===== src/rtl/ram_arb_pkg.sv =====
// Shared constants and types for the two-port RAM arbiter.
package ram_arb_pkg;

    localparam int ADDR_W_DEF = 16;
    localparam int DATA_W_DEF = 24;

    localparam logic PORT_CPU = 1'b0;
    localparam logic PORT_DMA = 1'b1;

    typedef struct packed {
        logic valid;
        logic id;
    } s1_t;

    localparam s1_t S1_IDLE = '{valid: 1'b0, id: 1'b0};

endpackage


===== src/rtl/ram_arbiter_if.sv =====
// Requester and RAM pin bundle; slave side is the arbiter, master side the environment.
interface ram_arbiter_if
    import ram_arb_pkg::*;
#(
    parameter int ADDR_W = ADDR_W_DEF,
    parameter int DATA_W = DATA_W_DEF
);
    logic              REQ0;
    logic              REQ1;
    logic              WR0;
    logic              WR1;
    logic [ADDR_W-1:0] ADDR0;
    logic [ADDR_W-1:0] ADDR1;
    logic [DATA_W-1:0] WDATA0;
    logic [DATA_W-1:0] WDATA1;
    logic              GNT0;
    logic              GNT1;
    logic              RVALID0;
    logic              RVALID1;
    logic [DATA_W-1:0] RDATA0;
    logic [DATA_W-1:0] RDATA1;
    logic [ADDR_W-1:0] RAM_A;
    logic              RAM_WE;
    logic              RAM_OE;
    logic [DATA_W-1:0] RAM_D;
    logic [DATA_W-1:0] RAM_Q;

    modport slave (
        input  REQ0, REQ1, WR0, WR1, ADDR0, ADDR1, WDATA0, WDATA1, RAM_Q,
        output GNT0, GNT1, RVALID0, RVALID1, RDATA0, RDATA1,
               RAM_A, RAM_WE, RAM_OE, RAM_D
    );

    modport master (
        output REQ0, REQ1, WR0, WR1, ADDR0, ADDR1, WDATA0, WDATA1, RAM_Q,
        input  GNT0, GNT1, RVALID0, RVALID1, RDATA0, RDATA1,
               RAM_A, RAM_WE, RAM_OE, RAM_D
    );

endinterface


===== src/rtl/rr_arb2.sv =====
// Two-requester round-robin arbiter; owns the last-granted-port register.
module rr_arb2
    import ram_arb_pkg::*;
(
    input  logic       i_clk,
    input  logic       i_rst_n,
    input  logic [1:0] i_req,
    output logic [1:0] o_gnt
);

    logic       r_last;
    logic [1:0] w_gnt;

    // One-hot grant; on a tie the port that did not win last time goes first.
    always_comb begin
        w_gnt = 2'b00;
        if (!i_rst_n) begin
            w_gnt = 2'b00;
        end else begin
            case (i_req)
                2'b01:   w_gnt = 2'b01;
                2'b10:   w_gnt = 2'b10;
                2'b11:   w_gnt = (r_last == PORT_DMA) ? 2'b01 : 2'b10;
                default: w_gnt = 2'b00;
            endcase
        end
    end

    // Remember the winner; reset to the DMA port so the CPU wins the first tie.
    always_ff @(posedge i_clk or negedge i_rst_n) begin
        if (!i_rst_n) begin
            r_last <= PORT_DMA;
        end else if (|w_gnt) begin
            r_last <= w_gnt[1];
        end else begin
            r_last <= r_last;
        end
    end

    assign o_gnt = w_gnt;

endmodule


===== src/rtl/ram_arbiter.sv =====
// Shares a single-port synchronous RAM between CPU and DMA requesters with a
// fixed two-cycle read return path.
module ram_arbiter
    import ram_arb_pkg::*;
#(
    parameter int ADDR_W = ADDR_W_DEF,
    parameter int DATA_W = DATA_W_DEF
)(
    input  logic          CK,
    input  logic          RST_N,
    ram_arbiter_if.slave  bus
);

    logic [1:0]        w_gnt;
    logic [ADDR_W-1:0] w_ram_a;
    logic [DATA_W-1:0] w_ram_d;
    logic              w_we;
    logic              w_rd;
    s1_t               r_s1;
    logic              r_rvalid0;
    logic              r_rvalid1;
    logic [DATA_W-1:0] r_rdata0;
    logic [DATA_W-1:0] r_rdata1;

    rr_arb2 u_arb (
        .i_clk   (CK),
        .i_rst_n (RST_N),
        .i_req   ({bus.REQ1, bus.REQ0}),
        .o_gnt   (w_gnt)
    );

    // Winner's address/data to the RAM pins; port 0 parks there when idle.
    always_comb begin
        w_ram_a = bus.ADDR0;
        w_ram_d = bus.WDATA0;
        w_we    = 1'b0;
        w_rd    = 1'b0;
        if (w_gnt[PORT_DMA]) begin
            w_ram_a = bus.ADDR1;
            w_ram_d = bus.WDATA1;
            w_we    = bus.WR1;
            w_rd    = ~bus.WR1;
        end else if (w_gnt[PORT_CPU]) begin
            w_we    = bus.WR0;
            w_rd    = ~bus.WR0;
        end else begin
            w_we    = 1'b0;
            w_rd    = 1'b0;
        end
    end

    // S1 marks the cycle the RAM drives Q for a read granted one cycle earlier.
    always_ff @(posedge CK or negedge RST_N) begin
        if (!RST_N) begin
            r_s1 <= S1_IDLE;
        end else begin
            r_s1 <= '{valid: w_rd, id: w_gnt[PORT_DMA]};
        end
    end

    // Capture Q into the owner's data register; the strobe lasts one cycle.
    always_ff @(posedge CK or negedge RST_N) begin
        if (!RST_N) begin
            r_rvalid0 <= 1'b0;
            r_rvalid1 <= 1'b0;
            r_rdata0  <= {DATA_W{1'b0}};
            r_rdata1  <= {DATA_W{1'b0}};
        end else begin
            r_rvalid0 <= r_s1.valid && (r_s1.id == PORT_CPU);
            r_rvalid1 <= r_s1.valid && (r_s1.id == PORT_DMA);
            if (r_s1.valid && (r_s1.id == PORT_CPU)) begin
                r_rdata0 <= bus.RAM_Q;
            end else begin
                r_rdata0 <= r_rdata0;
            end
            if (r_s1.valid && (r_s1.id == PORT_DMA)) begin
                r_rdata1 <= bus.RAM_Q;
            end else begin
                r_rdata1 <= r_rdata1;
            end
        end
    end

    assign bus.GNT0    = w_gnt[PORT_CPU];
    assign bus.GNT1    = w_gnt[PORT_DMA];
    assign bus.RAM_A   = w_ram_a;
    assign bus.RAM_D   = w_ram_d;
    assign bus.RAM_WE  = w_we;
    assign bus.RAM_OE  = r_s1.valid;
    assign bus.RVALID0 = r_rvalid0;
    assign bus.RVALID1 = r_rvalid1;
    assign bus.RDATA0  = r_rdata0;
    assign bus.RDATA1  = r_rdata1;

endmodule


===== src/flat_wrapper.sv =====
// flat-port wrapper written by rule: the top's interface ports become plain ports
module ram_arbiter_flat import ram_arb_pkg::*;
#(
    parameter int ADDR_W = ADDR_W_DEF,
    parameter int DATA_W = DATA_W_DEF
)
  (CK, RST_N, bus_REQ0, bus_REQ1, bus_WR0, bus_WR1, bus_ADDR0, bus_ADDR1, bus_WDATA0, bus_WDATA1, bus_RAM_Q, bus_GNT0, bus_GNT1, bus_RVALID0, bus_RVALID1, bus_RDATA0, bus_RDATA1, bus_RAM_A, bus_RAM_WE, bus_RAM_OE, bus_RAM_D);
  ram_arbiter_if #(.ADDR_W(ADDR_W), .DATA_W(DATA_W)) bus_i ();
  input  logic CK;
  input  logic RST_N;
  input wire logic [$bits(bus_i.REQ0)-1:0] bus_REQ0;
  input wire logic [$bits(bus_i.REQ1)-1:0] bus_REQ1;
  input wire logic [$bits(bus_i.WR0)-1:0] bus_WR0;
  input wire logic [$bits(bus_i.WR1)-1:0] bus_WR1;
  input wire logic [$bits(bus_i.ADDR0)-1:0] bus_ADDR0;
  input wire logic [$bits(bus_i.ADDR1)-1:0] bus_ADDR1;
  input wire logic [$bits(bus_i.WDATA0)-1:0] bus_WDATA0;
  input wire logic [$bits(bus_i.WDATA1)-1:0] bus_WDATA1;
  input wire logic [$bits(bus_i.RAM_Q)-1:0] bus_RAM_Q;
  output wire logic [$bits(bus_i.GNT0)-1:0] bus_GNT0;
  output wire logic [$bits(bus_i.GNT1)-1:0] bus_GNT1;
  output wire logic [$bits(bus_i.RVALID0)-1:0] bus_RVALID0;
  output wire logic [$bits(bus_i.RVALID1)-1:0] bus_RVALID1;
  output wire logic [$bits(bus_i.RDATA0)-1:0] bus_RDATA0;
  output wire logic [$bits(bus_i.RDATA1)-1:0] bus_RDATA1;
  output wire logic [$bits(bus_i.RAM_A)-1:0] bus_RAM_A;
  output wire logic [$bits(bus_i.RAM_WE)-1:0] bus_RAM_WE;
  output wire logic [$bits(bus_i.RAM_OE)-1:0] bus_RAM_OE;
  output wire logic [$bits(bus_i.RAM_D)-1:0] bus_RAM_D;
  assign bus_i.REQ0 = bus_REQ0;
  assign bus_i.REQ1 = bus_REQ1;
  assign bus_i.WR0 = bus_WR0;
  assign bus_i.WR1 = bus_WR1;
  assign bus_i.ADDR0 = bus_ADDR0;
  assign bus_i.ADDR1 = bus_ADDR1;
  assign bus_i.WDATA0 = bus_WDATA0;
  assign bus_i.WDATA1 = bus_WDATA1;
  assign bus_i.RAM_Q = bus_RAM_Q;
  assign bus_GNT0 = bus_i.GNT0;
  assign bus_GNT1 = bus_i.GNT1;
  assign bus_RVALID0 = bus_i.RVALID0;
  assign bus_RVALID1 = bus_i.RVALID1;
  assign bus_RDATA0 = bus_i.RDATA0;
  assign bus_RDATA1 = bus_i.RDATA1;
  assign bus_RAM_A = bus_i.RAM_A;
  assign bus_RAM_WE = bus_i.RAM_WE;
  assign bus_RAM_OE = bus_i.RAM_OE;
  assign bus_RAM_D = bus_i.RAM_D;
  ram_arbiter #(.ADDR_W(ADDR_W), .DATA_W(DATA_W)) u_core (.CK(CK), .RST_N(RST_N), .bus(bus_i));
endmodule

===== config.mk =====
export PLATFORM = sky130hd
export DESIGN_NAME = ram_arbiter_flat
export DESIGN_NICKNAME = d
export VERILOG_FILES = /design/src/rtl/ram_arb_pkg.sv /design/src/rtl/ram_arbiter_if.sv /design/src/rtl/rr_arb2.sv /design/src/rtl/ram_arbiter.sv /design/src/flat_wrapper.sv
export SDC_FILE = /design/constraint.sdc
export NUM_CORES = 1
export LEC_CHECK = 0
export CAP_MARGIN = 0
export CORE_ASPECT_RATIO = 0.5
export CORE_MARGIN = 10
export CORE_UTILIZATION = 32
export CTS_BUF_LIST = sky130_fd_sc_hd__clkbuf_8
export CTS_CLUSTER_DIAMETER = 100
export CTS_CLUSTER_SIZE = 16
export DETAILED_ROUTE_END_ITERATION = 6
export GPL_TIMING_DRIVEN = 0
export PLACE_DENSITY_LB_ADDON = 0.15
export SLEW_MARGIN = 20
export SYNTH_ARGS = -nofsm -noshare
export SYNTH_HDL_FRONTEND = slang
export SYNTH_SLANG_ARGS = --single-unit

===== constraint.sdc =====
create_clock -name CK -period 2.2 [get_ports CK]
set_input_delay 0.44 -clock CK [delete_from_list [all_inputs] [get_ports CK]]
set_output_delay 0.44 -clock CK [all_outputs]
set_load 0.02 [all_outputs]

**Run 1: routing congestion**

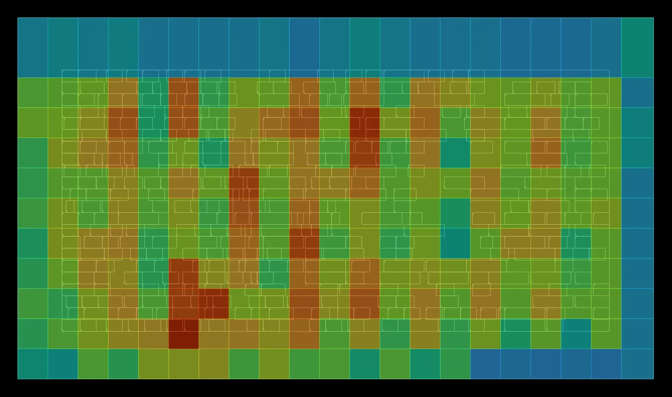
met3 Track Usage GR: 0.0705
GR Layer Usage met2: 0.303
met1 usage: 0.142
Top Usage Layer GRT: met2
Core Util, Final: 0.666

**Run 1: close-up of the layout**

Bar = 10 um. Region (89, 1) to (129, 41) um. Cells in gray, sequential cells in the stronger gray; small squares are vias.
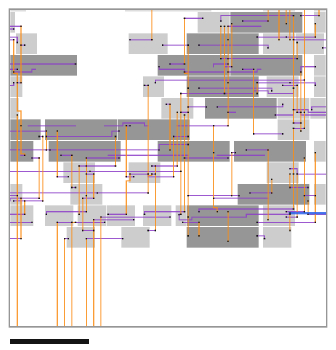
Key: metal 1 = purple; metal 3 = blue; metal 2 = orange
Sequential cells in the window: 15. Netlist names of flops here include u_core.bus.RDATA0 (7), u_core.bus.RDATA1 (6). Most frequent: dfrtp_1 (15), mux2_2 (11), clkdlybuf4s50_1 (10). 40 logic cells have their middle in the window.

**Run 1: gate-type map**

Bar = 50 um.
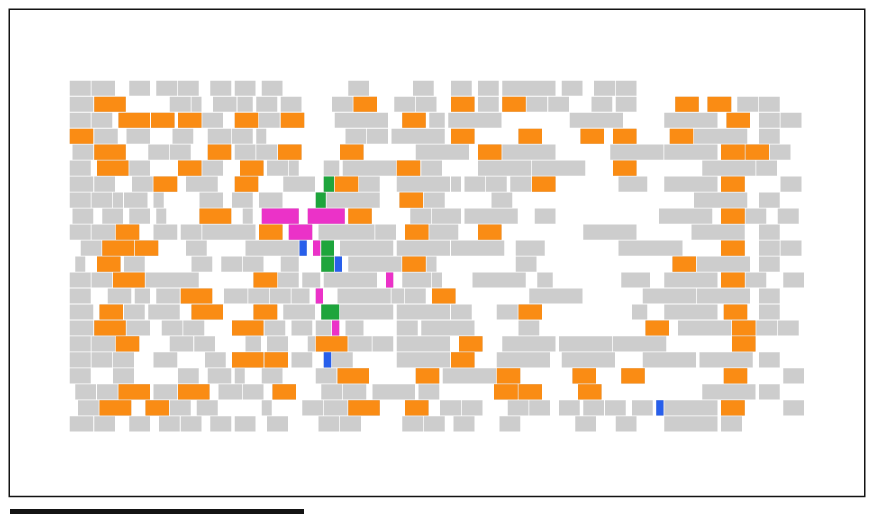
Key: inverters = blue [cells 4]; multiplexers = orange [cells 88]; inverting AOI/OAI gates = green [cells 5]; NAND gates = magenta [cells 7]
Non-Filler Instances: 494
highest-count logic cell in the final layout: clkdlybuf4s50_1
Comb area share: 0.234

**Run 1: the metal 3 layer**

Bar = 50 um.
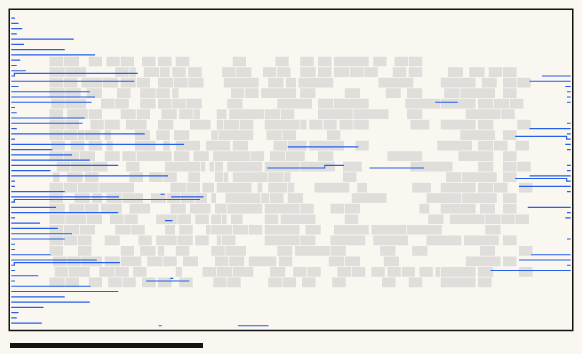
The layer carries 1020 um of wire. 90 nets have wire on it. The longest straight run is 47.8 um.
final wirelength: 9.68 mm
vias post-DR: 2214

==> run summary, run 1 <==
fresh numbers from the pnr run: die height=between 80 and 90 um, XOR Share, Synth=0, Pwr Total=3990 uW, data required time of the worst path=1.76 ns, Power Combinational=1910 uW, count of library flops with an enable pin=0, number of fill cells in the layout=582, critical register-to-register path startpoint=u_core.bus.RAM_OE, post-route cell area=4990 sq um, Final ANT Viol Nets=0, Int Pwr=between 2000 and 3000 uW, Largest stage delay, worst path=0.57 ns, status=completed, die area=12000 sq um, Max Freq=~460 MHz, Comb area=1170 sq um, Max rail drop VDD=0.418 mV, Period minus WS final=2.18 ns, switch share=0.322, post-place instance area=4680 sq um, Buffers, non-clock=218, crit-path max FO=5, Mapped Cells=168, DP HPWL=8.08 mm, count of final hold-check violations=0, P_seq=between 1000 and 1500 uW, final setup fails=0, critical path endpoint=bus_RAM_D[11], min-delay worst type=primary input to asynchronous set/reset pin, Dominant flop cell=dfrtp_1, final worst-path setup slack=approximately 0.017 ns, Via density=4.48, DR DRC count=0, ANT cells=0
**Run 1: M1 wires**

Bar = 50 um. Supply wires on this layer in gray.
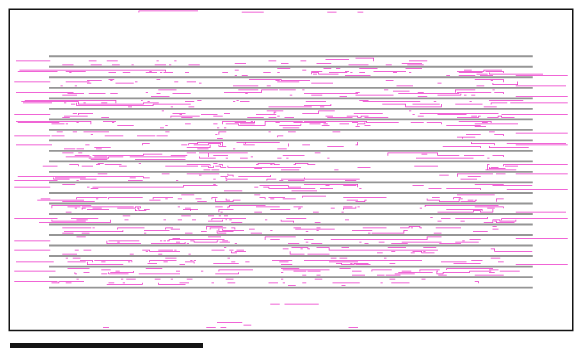

==> run 1 -> run 2 <==
--- a/config.mk
+++ b/config.mk
@@ -13,7 +13,7 @@
 export CTS_CLUSTER_DIAMETER = 100
 export CTS_CLUSTER_SIZE = 16
 export DETAILED_ROUTE_END_ITERATION = 6
-export GPL_TIMING_DRIVEN = 0
+export GPL_TIMING_DRIVEN = 1
 export PLACE_DENSITY_LB_ADDON = 0.15
 export SLEW_MARGIN = 20
 export SYNTH_ARGS = -nofsm -noshare
**Run 2: M1 wires**

Bar = 50 um. Supply wires on this layer in gray.
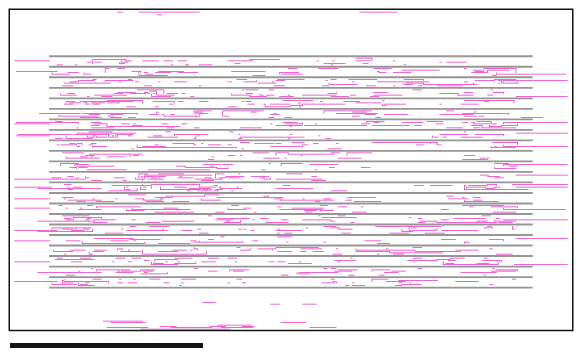
The longest straight run is 25.8 um. 435 nets have wire on it. The layer carries 3350 um of wire. The layer holds 33% of the routed length. The wires run mostly horizontal.
met1 usage: 0.140
vias post-DR: 2251
final wirelength: 10.1 mm

**Run 2: the metal 3 layer**

Bar = 50 um.
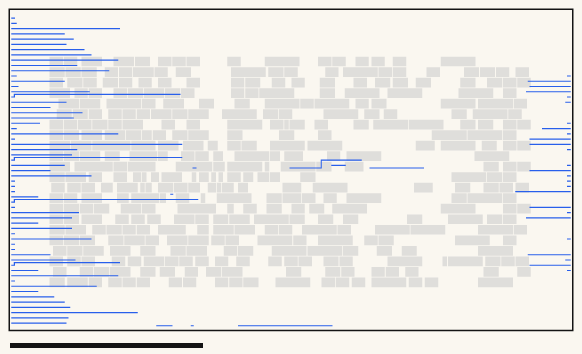
89 nets have wire on it. The layer holds 11% of the routed length. The longest straight run is 47.4 um. The layer carries 1080 um of wire.
met3 Track Usage GR: 0.0814

==> run 2 against run 1 <==
The flow now finishes with violations (setup timing). Total power fell by 1.8%. Worst setup slack got worse by 0.029 ns. Core utilization increased by 1.9 points. Global-route usage rose by 0.072 points.
==> run summary, run 2 <==
fresh numbers from the pnr run: status=complete, but fails checks, violated checks=setup timing, final worst-path setup slack=-0.0124 ns (-0.0290 ns), Comb area share=0.240 (+0.00568), min-delay worst type=primary input to asynchronous set/reset pin, Pwr Total=3920 uW (-1.8%), final setup fails=5 (+5), Mapped Cells=168 (unchanged), Max Freq=452 MHz (-1.3%), Power Combinational=1980 uW (+4%), critical path endpoint=bus_RAM_A[2], Core Util, Final=0.685 (+0.0191), Largest stage delay, worst path=0.56 ns (about the same), post-route cell area=5130 sq um (+2.9%), DP HPWL=7.89 mm (-2.3%), Top Usage Layer GRT=met2, Comb area=1230 sq um (+5.4%), Non-Filler Instances=495 (+0.20%), ANT cells=1 (+1), die area=12000 sq um (unchanged), Max rail drop VDD=0.297 mV (-29%), critical register-to-register path startpoint=u_core.bus.RAM_OE, switch share=0.328 (+0.00552)
Power is estimated from default activity; no workload was simulated.
